$ cat src/rtl/pipe_scroller.sv
// Pipe obstacle slots: spawn at the right edge, scroll left per divided tick, retire at x=0, score at BIRD_X.
// Outputs registered, one cycle after the tick; no backpressure. Build macro SPEEDUP_EN: step +1 per 8 points.
module pipe_scroller #(
  parameter int N          = 10,
  parameter int NUM_PIPES  = 4,
  parameter int SCREEN_W   = 640,
  parameter int PIPE_WIDTH = 20,
  parameter int BIRD_SIZE  = 15,
  parameter int BIRD_X     = 100,
  parameter int SPACING    = 200,
  parameter int TICK_DIV   = 208333,
  parameter int MAX_STEP   = 4
) (
  input  logic                   clk,
  input  logic                   reset,
  input  logic                   start,
  input  logic                   game_over,
  input  logic [9:0]             rand_in,
  output logic [NUM_PIPES-1:0]   pipe_valid,
  output logic [NUM_PIPES*N-1:0] pipe_x,
  output logic [NUM_PIPES*N-1:0] pipe_y1,
  output logic [NUM_PIPES*N-1:0] pipe_y0,
  output logic                   score_pulse,
  output logic [N-1:0]           score,
  output logic                   running
);

  localparam int CW = (TICK_DIV > 1) ? $clog2(TICK_DIV) : 1;
  localparam int IW = (NUM_PIPES > 1) ? $clog2(NUM_PIPES) : 1;
  localparam logic [CW-1:0] CNT_LAST  = CW'(TICK_DIV - 1);
  localparam logic [N-1:0]  SPAWN_X   = N'(SCREEN_W - PIPE_WIDTH);
  localparam logic [N-1:0]  SPAWN_LIM = N'(SCREEN_W - PIPE_WIDTH - SPACING);
  localparam logic [N-1:0]  BIRD_COL  = N'(BIRD_X);
  localparam logic [N-1:0]  GAP_S     = N'(2 * BIRD_SIZE);
  localparam logic [N-1:0]  GAP_L     = N'(3 * BIRD_SIZE);
  localparam logic [N-1:0]  STEP_MAX  = N'(MAX_STEP);
  localparam logic [N-1:0]  Y_TOP     = N'(16);

  typedef enum logic [1:0] {IDLE, RUN, HALT} state_t;

  state_t               state_q, state_d;
  logic [CW-1:0]        cnt_q, cnt_d;
  logic [NUM_PIPES-1:0] valid_q, valid_d;
  logic [N-1:0]         x_q  [NUM_PIPES];
  logic [N-1:0]         x_d  [NUM_PIPES];
  logic [N-1:0]         y1_q [NUM_PIPES];
  logic [N-1:0]         y1_d [NUM_PIPES];
  logic [N-1:0]         y0_q [NUM_PIPES];
  logic [N-1:0]         y0_d [NUM_PIPES];
  logic [N-1:0]         step_q, step_d;
  logic [N-1:0]         score_q, score_d;
  logic [IW-1:0]        last_q, last_d;
  logic                 pulse_q, pulse_d;
  logic                 running_q, running_d;
  logic                 tick;
  logic [N-1:0]         hits;
  logic                 free_found;
  logic [IW-1:0]        free_idx;
  logic                 rand_unused;

  assign rand_unused = rand_in[9];

  always_comb begin
    state_d    = state_q;
    cnt_d      = cnt_q;
    valid_d    = valid_q;
    x_d        = x_q;
    y1_d       = y1_q;
    y0_d       = y0_q;
    step_d     = step_q;
    score_d    = score_q;
    last_d     = last_q;
    pulse_d    = 1'b0;
    hits       = '0;
    free_found = 1'b0;
    free_idx   = '0;
    tick       = (state_q == RUN) && !game_over && (cnt_q == CNT_LAST);

    case (state_q)
      IDLE:    if (start) state_d = RUN;
      RUN:     if (game_over) state_d = HALT;
      HALT:    if (!start) state_d = IDLE;
      default: state_d = IDLE;
    endcase
    running_d = (state_d == RUN);

    if (state_q == IDLE) begin
      cnt_d   = '0;
      valid_d = '0;
      step_d  = N'(1);
      score_d = '0;
      last_d  = '0;
      for (int i = 0; i < NUM_PIPES; i++) begin
        x_d[i]  = '0;
        y1_d[i] = '0;
        y0_d[i] = '0;
      end
    end else if (state_q == RUN && !game_over) begin
      cnt_d = tick ? '0 : cnt_q + CW'(1);
      if (tick) begin
        // Scoring looks at pre-move x so each pipe crosses the window exactly once.
        for (int i = 0; i < NUM_PIPES; i++) begin
          if (valid_q[i]) begin
            if (x_q[i] >= BIRD_COL && x_q[i] < BIRD_COL + step_q) hits = hits + N'(1);
            if (x_q[i] < step_q) valid_d[i] = 1'b0;
            else                 x_d[i]     = x_q[i] - step_q;
          end
        end
        score_d = score_q + hits;
        pulse_d = (hits != '0);
`ifdef SPEEDUP_EN
        if (score_d[N-1:3] != score_q[N-1:3] && step_q < STEP_MAX) step_d = step_q + N'(1);
`endif
        for (int i = NUM_PIPES - 1; i >= 0; i--) begin
          if (!valid_d[i]) begin
            free_found = 1'b1;
            free_idx   = IW'(i);
          end
        end
        // A retired or never-used last slot imposes no spacing constraint.
        if (free_found && (!valid_d[last_q] || x_d[last_q] <= SPAWN_LIM)) begin
          valid_d[free_idx] = 1'b1;
          x_d[free_idx]     = SPAWN_X;
          y1_d[free_idx]    = Y_TOP + N'(rand_in[7:0]);
          y0_d[free_idx]    = Y_TOP + N'(rand_in[7:0]) + (rand_in[8] ? GAP_L : GAP_S);
          last_d            = free_idx;
        end
      end
    end

    if (step_d > STEP_MAX) step_d = STEP_MAX;
  end

  always_ff @(posedge clk) begin
    if (reset) begin
      state_q   <= IDLE;
      cnt_q     <= '0;
      valid_q   <= '0;
      step_q    <= N'(1);
      score_q   <= '0;
      last_q    <= '0;
      pulse_q   <= 1'b0;
      running_q <= 1'b0;
      for (int i = 0; i < NUM_PIPES; i++) begin
        x_q[i]  <= '0;
        y1_q[i] <= '0;
        y0_q[i] <= '0;
      end
    end else begin
      state_q   <= state_d;
      cnt_q     <= cnt_d;
      valid_q   <= valid_d;
      step_q    <= step_d;
      score_q   <= score_d;
      last_q    <= last_d;
      pulse_q   <= pulse_d;
      running_q <= running_d;
      x_q       <= x_d;
      y1_q      <= y1_d;
      y0_q      <= y0_d;
    end
  end

  always_comb begin
    pipe_x  = '0;
    pipe_y1 = '0;
    pipe_y0 = '0;
    for (int i = 0; i < NUM_PIPES; i++) begin
      pipe_x[i*N +: N]  = x_q[i];
      pipe_y1[i*N +: N] = y1_q[i];
      pipe_y0[i*N +: N] = y0_q[i];
    end
  end

  assign pipe_valid  = valid_q;
  assign score_pulse = pulse_q;
  assign score       = score_q;
  assign running     = running_q;

endmodule

$ cat config.mk
export PLATFORM = sky130hd
export DESIGN_NAME = pipe_scroller
export DESIGN_NICKNAME = d
export VERILOG_FILES = /design/src/rtl/pipe_scroller.sv
export SDC_FILE = /design/constraint.sdc
export NUM_CORES = 1
export LEC_CHECK = 0
export CAP_MARGIN = 5
export CORE_ASPECT_RATIO = 2
export CORE_MARGIN = 5
export CORE_UTILIZATION = 49
export DETAILED_ROUTE_END_ITERATION = 16
export PLACE_DENSITY = 0.7
export SYNTH_ARGS = -nofsm -noshare
export SYNTH_HDL_FRONTEND = slang
export SYNTH_SLANG_ARGS = --single-unit
$ cat constraint.sdc
create_clock -name clk -period 6.1 [get_ports clk]
set_clock_uncertainty 0.05 [all_clocks]
set_input_delay 0.915 -clock clk [delete_from_list [all_inputs] [get_ports clk]]
set_output_delay 0.915 -clock clk [all_outputs]
set_load 0.01 [all_outputs]
==> results.py <==
# Auto-generated metrics
metrics = {
    "status": {
        "run_status": "finished, final reports clean",
    },
    "worst_setup_path": {
        "regToRegEndpoint": "score[7]",
        "worstPathMaxFanout": 3,
        "worst-endpoint-arrival_ns": 5.97,
        "worstPathRequired_ns": 6.37,
    },
    "job": {
        "warnings": 32,
    },
    "timing": {
        "worst-slew-pin-transition_ns": 0.8210,
        "timing.final.hold_violations": 0,
    },
    "clocking": {
        "max_buffers_root_to_sink": 2,
        "cts_root_buffer": "sky130_fd_sc_hd__clkbuf_16",
    },
    "logic_synthesis": {
        "post_synth_num_cell_types": 89,
        "synth-main-ff-cell": "sky130_fd_sc_hd__dfxtp_1",
        "post_synth_xor_area_fraction_pct": 4.861,
        "ys_area_um2": 10450,
        "synth.most_common_cell": "sky130_fd_sc_hd__nand2_1",
    },
    "detailed_routing": {
        "wl_met2_um": 18820,
        "dr.pass1.iters": 5,
    },
    "hold_path": {
        "worstHoldPathCells": 2,
    },
    "floorplanning": {
        "core.rowCount": 75,
    },
    "layout": {
        "antennaDiodeCount": 0,
        "syn_to_final_growth_pct": 23.50,
    },
    "placed_design": {
        "dp.final_hpwl_um": 27160,
    },
    "power_and_ir_drop": {
        "swShare_pct": 24.42,
        "max-vdd-ir-drop_mv": 0.2700,
    },
    "global_routing": {
        "global_route.overflow_total": 0,
    },
}
[sequential cells by signal, summed over array words and instances, names as in the netlist, 4 cells and up]
register / cells
score: 10
pipe_x: 40
pipe_y0: 40
pipe_y1: 36
pipe_valid: 4
cnt_q: 18
step_q: 10
[worst max path at each step]
stage                     slack, ns        to       start
after floorplan                0.55  score[7]   step_q[2]
after global placement         0.21  score[9]   step_q[2]
after detailed placement       0.12  score[9]   step_q[2]
after CTS                      0.10  score[9]   step_q[2]
after global routing           0.02  score[9]  pipe_x[10]
final                          0.40  score[7]  pipe_x[10]
[cell type report]
type	count	area, um2	area share, %
clock buffer	19	442.9	3.432
clock inverter	12	205.2	1.590
inverter	47	176.4	1.367
multi-input combinational	970	6824	52.87
sequential	164	3284	25.45
tap	269	336.6	2.608
timing repair buffer	170	1637	12.68
[placed cells by master, fill, tap and decap left out, types with 5 or more instances in the layout]
cell type	Yosys	routed
sky130_fd_sc_hd__bufinv_16	0	5
sky130_fd_sc_hd__o21ai_0	43	41
sky130_fd_sc_hd__a211o_1	11	11
sky130_fd_sc_hd__o211ai_1	9	9
sky130_fd_sc_hd__nor2_1	89	88
sky130_fd_sc_hd__a21o_1	20	20
sky130_fd_sc_hd__o21ai_1	4	6
sky130_fd_sc_hd__and2_1	6	6
sky130_fd_sc_hd__dfxtp_1	164	163
sky130_fd_sc_hd__mux2i_1	83	82
sky130_fd_sc_hd__buf_4	8	26
sky130_fd_sc_hd__o31ai_1	7	7
sky130_fd_sc_hd__inv_1	47	47
sky130_fd_sc_hd__a21oi_1	77	76
sky130_fd_sc_hd__nand3_1	37	37
sky130_fd_sc_hd__xnor2_1	35	35
sky130_fd_sc_hd__a221oi_1	6	5
sky130_fd_sc_hd__fa_1	6	5
sky130_fd_sc_hd__nand4_1	17	17
sky130_fd_sc_hd__o31a_1	6	6
sky130_fd_sc_hd__a211oi_1	7	7
sky130_fd_sc_hd__or3_1	6	6
sky130_fd_sc_hd__o21bai_1	5	5
sky130_fd_sc_hd__ha_1	79	77
sky130_fd_sc_hd__o21a_1	12	12
sky130_fd_sc_hd__clkdlybuf4s50_1	0	144
sky130_fd_sc_hd__xor2_1	23	23
sky130_fd_sc_hd__a31oi_1	10	10
sky130_fd_sc_hd__o221ai_1	11	11
sky130_fd_sc_hd__o32ai_1	7	7
sky130_fd_sc_hd__conb_1	1	11
sky130_fd_sc_hd__nor3_1	25	24
sky130_fd_sc_hd__and4_1	7	7
sky130_fd_sc_hd__nand2b_1	10	10
sky130_fd_sc_hd__nand2_1	166	166
sky130_fd_sc_hd__nor2b_1	10	10
sky130_fd_sc_hd__and3_1	19	19
sky130_fd_sc_hd__a41o_1	14	14
sky130_fd_sc_hd__clkbuf_16	0	17
[power by group through the flow]
| stage | clock network [uW] | logic (uW) | registers [uW] |
|---|---|---|---|
| final | 1200 | 220 | 1080 |
| after global routing | 1260 | 241 | 1080 |
| after floorplan | 0 | 143 | 1100 |
| after CTS | 1220 | 218 | 1080 |
| after global placement | 0 | 214 | 1100 |
| after detailed placement | 0 | 216 | 1100 |
[timing repair]
item	in CTS	in global routing
hold endpoints to repair	0	0
resized	0	9
setup endpoints to repair	0	7
buffers inserted	0	1
**Register map, names as in the netlist**

Bar = 20 um. Other sequential cells in the stronger gray, the rest of the logic in the fainter gray.
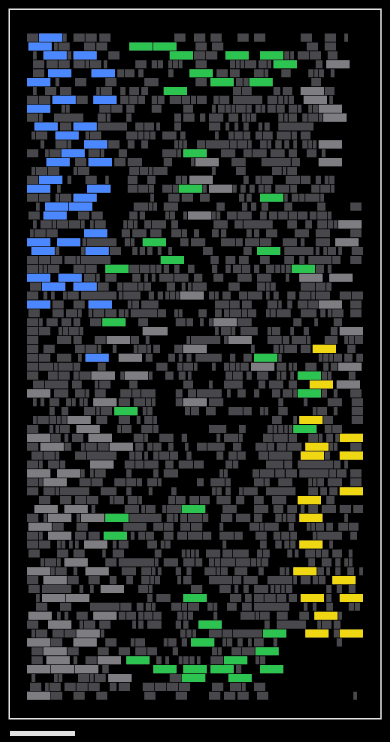
| color | signal | placed flops |
|---|---|---|
| yellow | cnt_q | 18 |
| blue | pipe_y1 | 36 |
| green | pipe_x | 40 |
fin util: 61.40%
total sequential power: 1080 uW
sequential cell area share: 25.45%

**Wiring by layer**

Bar = 20 um. Two of the layers only.
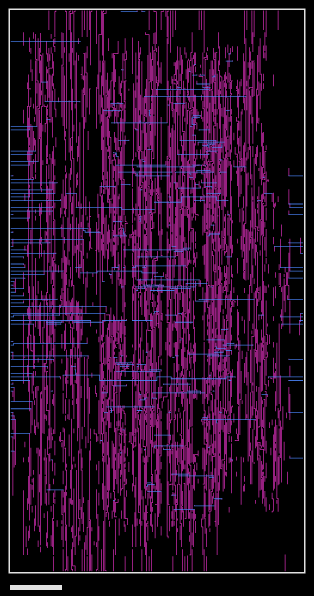
| color | layer | wire length |
|---|---|---|
| magenta | metal 2 | 18,800 um |
| blue | metal 3 | 1,880 um |
drt wl/cell: 21.66 um
Total Wirelength: 35,760 um
GRT Total Usage: 29.15%

Power is estimated from default activity; no workload was simulated.
